--- src/rtl/adder32_rr_arbiter.sv ---
// Round-robin front end that shares one registered 32-bit adder among NREQ requesters,
// tracking the single in-flight operation and returning its sum to the owner.

module adder32 (
  input  logic        clk,
  input  logic        rst_n,
  input  logic [31:0] a,
  input  logic [31:0] b,
  input  logic        c_in,
  output logic [31:0] sum_out,
  output logic        c_out
);

  always_ff @(posedge clk) begin
    if (!rst_n) begin
      sum_out <= '0;
      c_out   <= 1'b0;
    end else begin
      {c_out, sum_out} <= {1'b0, a} + {1'b0, b} + {32'b0, c_in};
    end
  end

endmodule

module adder32_rr_arbiter #(
  parameter int NREQ = 4,
  parameter int IDW  = 2
) (
  input  logic                 clk,
  input  logic                 rst_n,
  input  logic [NREQ-1:0]      req_valid,
  output logic [NREQ-1:0]      req_ready,
  input  logic [32*NREQ-1:0]   req_a,
  input  logic [32*NREQ-1:0]   req_b,
  input  logic [NREQ-1:0]      req_cin,
  output logic [NREQ-1:0]      rsp_valid,
  input  logic [NREQ-1:0]      rsp_ready,
  output logic [31:0]          rsp_sum,
  output logic                 rsp_cout,
  output logic                 busy
);

  logic [IDW-1:0] rr_ptr;
  logic           issue_vld_q;
  logic [IDW-1:0] issue_id_q;
  logic [31:0]    last_a;
  logic [31:0]    last_b;
  logic           last_c;

  logic [31:0]    a_arr [NREQ];
  logic [31:0]    b_arr [NREQ];
  logic           stall;
  logic           grant_found;
  logic [IDW-1:0] grant_id;
  logic [IDW:0]   scan_idx;
  logic           fire;
  logic [31:0]    add_a;
  logic [31:0]    add_b;
  logic           add_c;
  logic [IDW-1:0] ptr_next;

  generate
    for (genvar gi = 0; gi < NREQ; gi++) begin : g_req
      assign a_arr[gi]     = req_a[32*gi +: 32];
      assign b_arr[gi]     = req_b[32*gi +: 32];
      assign rsp_valid[gi] = issue_vld_q & (issue_id_q == IDW'(gi));
    end
  endgenerate

  // The owner's rsp_ready feeds req_ready combinationally: a new issue may
  // coincide with acceptance of the previous response.
  assign stall = issue_vld_q & ~rsp_ready[issue_id_q];

  always_comb begin
    grant_found = 1'b0;
    grant_id    = '0;
    scan_idx    = '0;
    for (int k = 0; k < NREQ; k++) begin
      scan_idx = {1'b0, rr_ptr} + (IDW+1)'(k);
      if (scan_idx >= (IDW+1)'(NREQ)) scan_idx = scan_idx - (IDW+1)'(NREQ);
      if (!grant_found && req_valid[scan_idx[IDW-1:0]]) begin
        grant_found = 1'b1;
        grant_id    = scan_idx[IDW-1:0];
      end
    end
  end

  assign fire      = grant_found & rst_n & ~stall;
  assign req_ready = fire ? (NREQ'(1) << grant_id) : '0;
  assign ptr_next  = (grant_id == IDW'(NREQ - 1)) ? '0 : grant_id + IDW'(1);

  // Replaying the last operands keeps sum_out steady while stalled or idle.
  assign add_a = fire ? a_arr[grant_id]   : last_a;
  assign add_b = fire ? b_arr[grant_id]   : last_b;
  assign add_c = fire ? req_cin[grant_id] : last_c;

  adder32 u_adder (
    .clk     (clk),
    .rst_n   (rst_n),
    .a       (add_a),
    .b       (add_b),
    .c_in    (add_c),
    .sum_out (rsp_sum),
    .c_out   (rsp_cout)
  );

  always_ff @(posedge clk) begin
    if (!rst_n) begin
      rr_ptr      <= '0;
      issue_vld_q <= 1'b0;
      issue_id_q  <= '0;
      last_a      <= '0;
      last_b      <= '0;
      last_c      <= 1'b0;
    end else if (fire) begin
      last_a      <= add_a;
      last_b      <= add_b;
      last_c      <= add_c;
      issue_vld_q <= 1'b1;
      issue_id_q  <= grant_id;
      rr_ptr      <= ptr_next;
    end else if (!stall) begin
      issue_vld_q <= 1'b0;
    end
  end

  assign busy = issue_vld_q;

endmodule

--- config.mk ---
export PLATFORM = sky130hd
export DESIGN_NAME = adder32_rr_arbiter
export DESIGN_NICKNAME = d
export VERILOG_FILES = /design/src/rtl/adder32_rr_arbiter.sv
export SDC_FILE = /design/constraint.sdc
export NUM_CORES = 1
export LEC_CHECK = 0
export ABC_CLOCK_PERIOD_IN_PS = 11050
export CORE_MARGIN = 2
export CORE_UTILIZATION = 38
export DETAILED_ROUTE_END_ITERATION = 8
export PLACE_DENSITY = 0.79
export SETUP_SLACK_MARGIN = 0.05
export SKIP_CTS_REPAIR_TIMING = 1
export SLEW_MARGIN = 10
export SYNTH_ARGS = -nofsm -noshare
export SYNTH_HDL_FRONTEND = slang
export SYNTH_SLANG_ARGS = --single-unit
export TNS_END_PERCENT = 30
--- constraint.sdc ---
create_clock -name clk -period 11.05 [get_ports clk]
set_clock_uncertainty 0.05 [all_clocks]
set_input_delay 2.7625 -clock clk [delete_from_list [all_inputs] [get_ports clk]]
set_output_delay 2.7625 -clock clk [all_outputs]
set_load 0.02 [all_outputs]
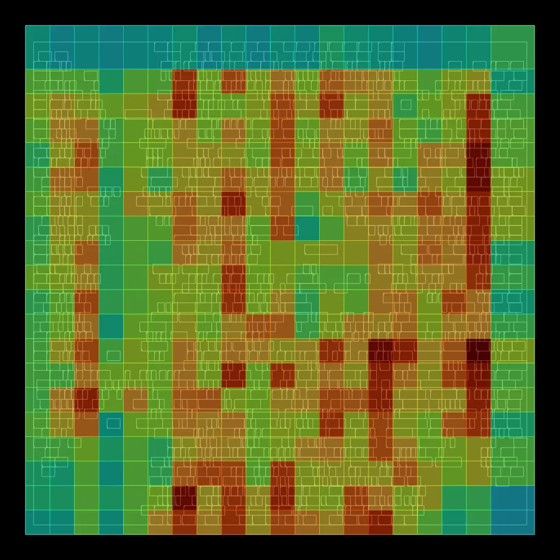
(routing congestion map)
total routing usage reported by global routing: 23.7%
Top Usage Layer GRT: met2
global-route met3 utilization: 4.53%
Global Route met1 Usage: 29.0%
final routed wire length divided by cell count: 15.0 microns

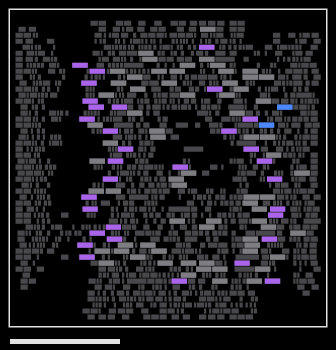
(sequential cells colored by netlist name)
Bar = 50 microns. Other sequential cells in the stronger gray, the rest of the logic in the fainter gray.
color	signal	placed flops
purple	`last_a`	32
blue	`rr_ptr`	2
Seq area share: 18.9%
fraction of the core area covered by cells at the end of the flow: 57.7%
sequential power: 494 uW

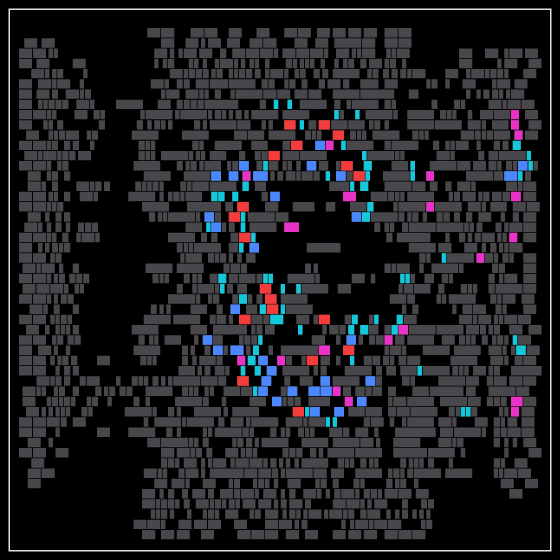
(selected gate families)
color	family	cells	most used
red	XOR/XNOR gates	19	xnor2_1
cyan	NOR gates	65	nor2_1
magenta	AND and OR gates	21	and2_1
blue	AND-OR and OR-AND gates	32	a21o_1
top logic cell by instance count in the layout: nand2_1
fraction of standard cell area in multi-input logic: 45.4%
post-layout instance count excluding filler cells: 1676

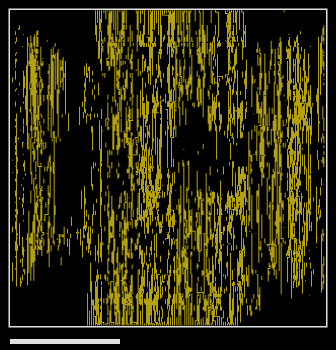
(signal wires on met2)
Bar = 50 microns.
share of all routed wire	48%
wire length on this layer	12100 microns
longest straight run	78.4 microns
main direction	vertical
via total after detailed routing: 8641
met2 global-route usage: 41.8%
overall routed net length: 25200 microns

==> summary.txt <==
Implementation status.

- In this design, the stage delay of the slowest critical-path cell is about 0.60 ns.
- The flip-flop and latch count after synthesis is approximately 100.
- The slew at the pin closest to its max-slew limit is ~0.82 ns.
- Per the final timing report, the hold violations number 0.
- The worst setup path is captured at an output pin.
- The skew report gives the latency at the later pin of the worst-skew pair as approximately 0.36 ns.
- Entering global routing, the biggest net connects 76 pins.
- Once layout is done, the placed cells without fillers occupy around 0.011 sq mm.
- Adding up every negative setup slack in the final design gives 0 ns.
- The most common flop cell mapped by yosys is dfxtp_1.
- The worst slew margin relative to its limit is 45.4%.
- The die extent in y is roughly 140 microns.
- The first global-routing pass estimated 39100 microns of wire.
- The report puts the cell count of the worst reg-to-reg path at 19.
- The register area is between 0.002 and 0.0025 sq mm.
- The final max-slew violation count recorded for this run is 0.
- Looking at the critical path, the highest net fanout was 41.
- The class of the most critical hold timing path is flip-flop to flip-flop.
- The worst setup path is launched from an input port.
- The library cell contributing the largest single delay on the critical path is clkdlybuf4s50_1.
- The number of distinct standard cells referenced by the synthesized netlist is about 60.
- In this run the layout overhead on the synthesized area is reported as 47.6%.
- Hold analysis shows the worst path with a depth of 2.
- Per the CTS log, the root buffer master is clkbuf_16.
- The arrival time of data at the worst endpoint is listed as around 5.4 ns.
- Looking at the clock tree report, the H-tree level count equals 3.
- Summing internal, switching and leakage power gives 1980 uW.
- The count of yosys warnings during synthesis is 0.
- The clock tree has to reach between 100 and 150 sinks.
- The signal on the critical path passes through clkdlybuf4s50_1 > nor2b_1 > a21oi_1 > nor2_1 > a211o_2 > inv_2 > ha_1 > and2_1 > clkdlybuf4s50_1.
- The worst-case setup margin in the final layout is between 2 and 3 ns.
- Per the post-route antenna check, the number of violating nets is 0.
- The initial antenna violation count is 1.
- STA puts the critical path data required time at roughly 8 ns.
- The synthesized instance count is ~1.2k.
- The classification of the worst setup path is input port to output pin.
- Leaving out fill and tap cells, the most frequent cells in the layout are nand2_1, clkdlybuf4s50_1, nand3_1, dfxtp_1, a21oi_1.
- By instance count, the cell type seen most on the critical path is clkdlybuf4s50_1.
- The count of pins on the block boundary is approximately 310.
- For reference, the top cells by area after synthesis are dfxtp_1, nand2_1, nand3_1.
- After synthesis, the chip area reported by Yosys is between 0.007 and 0.008 sq mm.
- The placeable core region is 0.0189 sq mm.
- The flow ran to the end, and the final reports show no timing, DRC or antenna violations.
- The timing report gives the clock slew at the launch and capture registers of the worst setup and hold paths as around 0.06 ns.
- The worst slack at placement is 2.86 ns.
- The synth_stat.txt file lists the number of cells as approximately 1.2k.
- Sorting the Yosys area breakdown by cell type puts at the top dfxtp_1.
- In this run the horizontal extent of the chip is between 100 and 150 microns.
- In the final design database the tool counted about 1.7k nets.
- The area of the die is 0.0206 sq mm.
- VDD sags by at most 0.000108 V.
-- stage by stage --
stage	instances	hold slack [ns]
floorplan	1156	0.394
global placement	1660	0.400
detailed placement	1660	0.405
CTS	1675	0.414
global route	1675	0.430
finish	1676	0.412
-- flip-flops by register name, summed over array words and instances, names as in the netlist --
register         cells
last_b              32
u_adder.c_out        1
issue_id_q           2
busy                 1
u_adder.sum_out     32
rr_ptr               2
last_c               1
last_a              32
-- path summary, 6_finish.rpt --
kind                                from                              to  slack [ns]
hold / removal    last_b[0]$_SDFFE_PN0N_          last_b[0]$_SDFFE_PN0N_        0.41
hold reg to reg   last_b[0]$_SDFFE_PN0N_          last_b[0]$_SDFFE_PN0N_        0.41
setup reg to reg  rr_ptr[0]$_SDFFE_PN0N_  u_adder.sum_out[26]$_SDFF_PN0_        6.14
setup / recovery            req_valid[0]                    req_ready[3]        2.85
-- per-layer routing --
layer / GRT usage (%) / part of all wire [%] / vias up
met2: 41.8 / 48 / 307
met5: 0 / 0 / -
met1: 29.0 / 43 / 3872
met3: 4.53 / 7.3 / 29
met4: 7.89 / 1.9 / 0
li1: - / - / 4433
-- final cells by class --
| type | count | share of cell area [%] |
|---|---|---|
| clock inverter | 3 | 0.390 |
| antenna | 1 | 0.0230 |
| timing repair buffer | 320 | 29.2 |
| multi-input combinational | 958 | 45.4 |
| sequential | 103 | 18.9 |
| tap | 260 | 2.99 |
| inverter | 19 | 0.689 |
| clock buffer | 12 | 2.35 |
-- worst max-delay path, delay by kind of cell --
family                     cells  cell delay, ns
adders and majority gates      1            0.26
buffers and inverters          3            1.59
AOI/OAI and AO/OA              2            0.44
and+or+nand+nor                3            0.34
-- Yosys cell counts (all sizes together) (12+ instances only) --
| master | n |
|---|---|
| nor3 | 13 |
| a21o | 15 |
| buf | 26 |
| nor2 | 43 |
| o21ai | 19 |
| dfxtp | 103 |
| clkbuf | 50 |
| o21a | 12 |
| a21oi | 93 |
| ha | 35 |
| nand2 | 417 |
| inv | 19 |
| nand3 | 202 |
-- kinds of logic (layout without fill, tap and decap cells) --
| family | count (synthesis) | in the layout | share of synthesized area (%) |
|---|---|---|---|
| and+or+nand+nor | 714 | 714 | 41.6 |
| adders and majority gates | 37 | 37 | 6.47 |
| DFF | 103 | 103 | 27.9 |
| buffers and inverters | 95 | 354 | 5.19 |
| muxes | 5 | 5 | 0.847 |
| AOI/OAI and AO/OA | 183 | 183 | 15.7 |
| other | 0 | 1 | 0 |
| xor gates and xnor gates | 19 | 19 | 2.25 |
-- where the power goes --
part	switching (uW)	total [uW]	internal, uW	leakage, uW
sequential	29.5	494	464	0.000849
combinational	689	1160	473	0.00384
clock	137	324	186	0.000145
total	856	1980	1120	0.00483
Power and IR drop assume default switching activity.
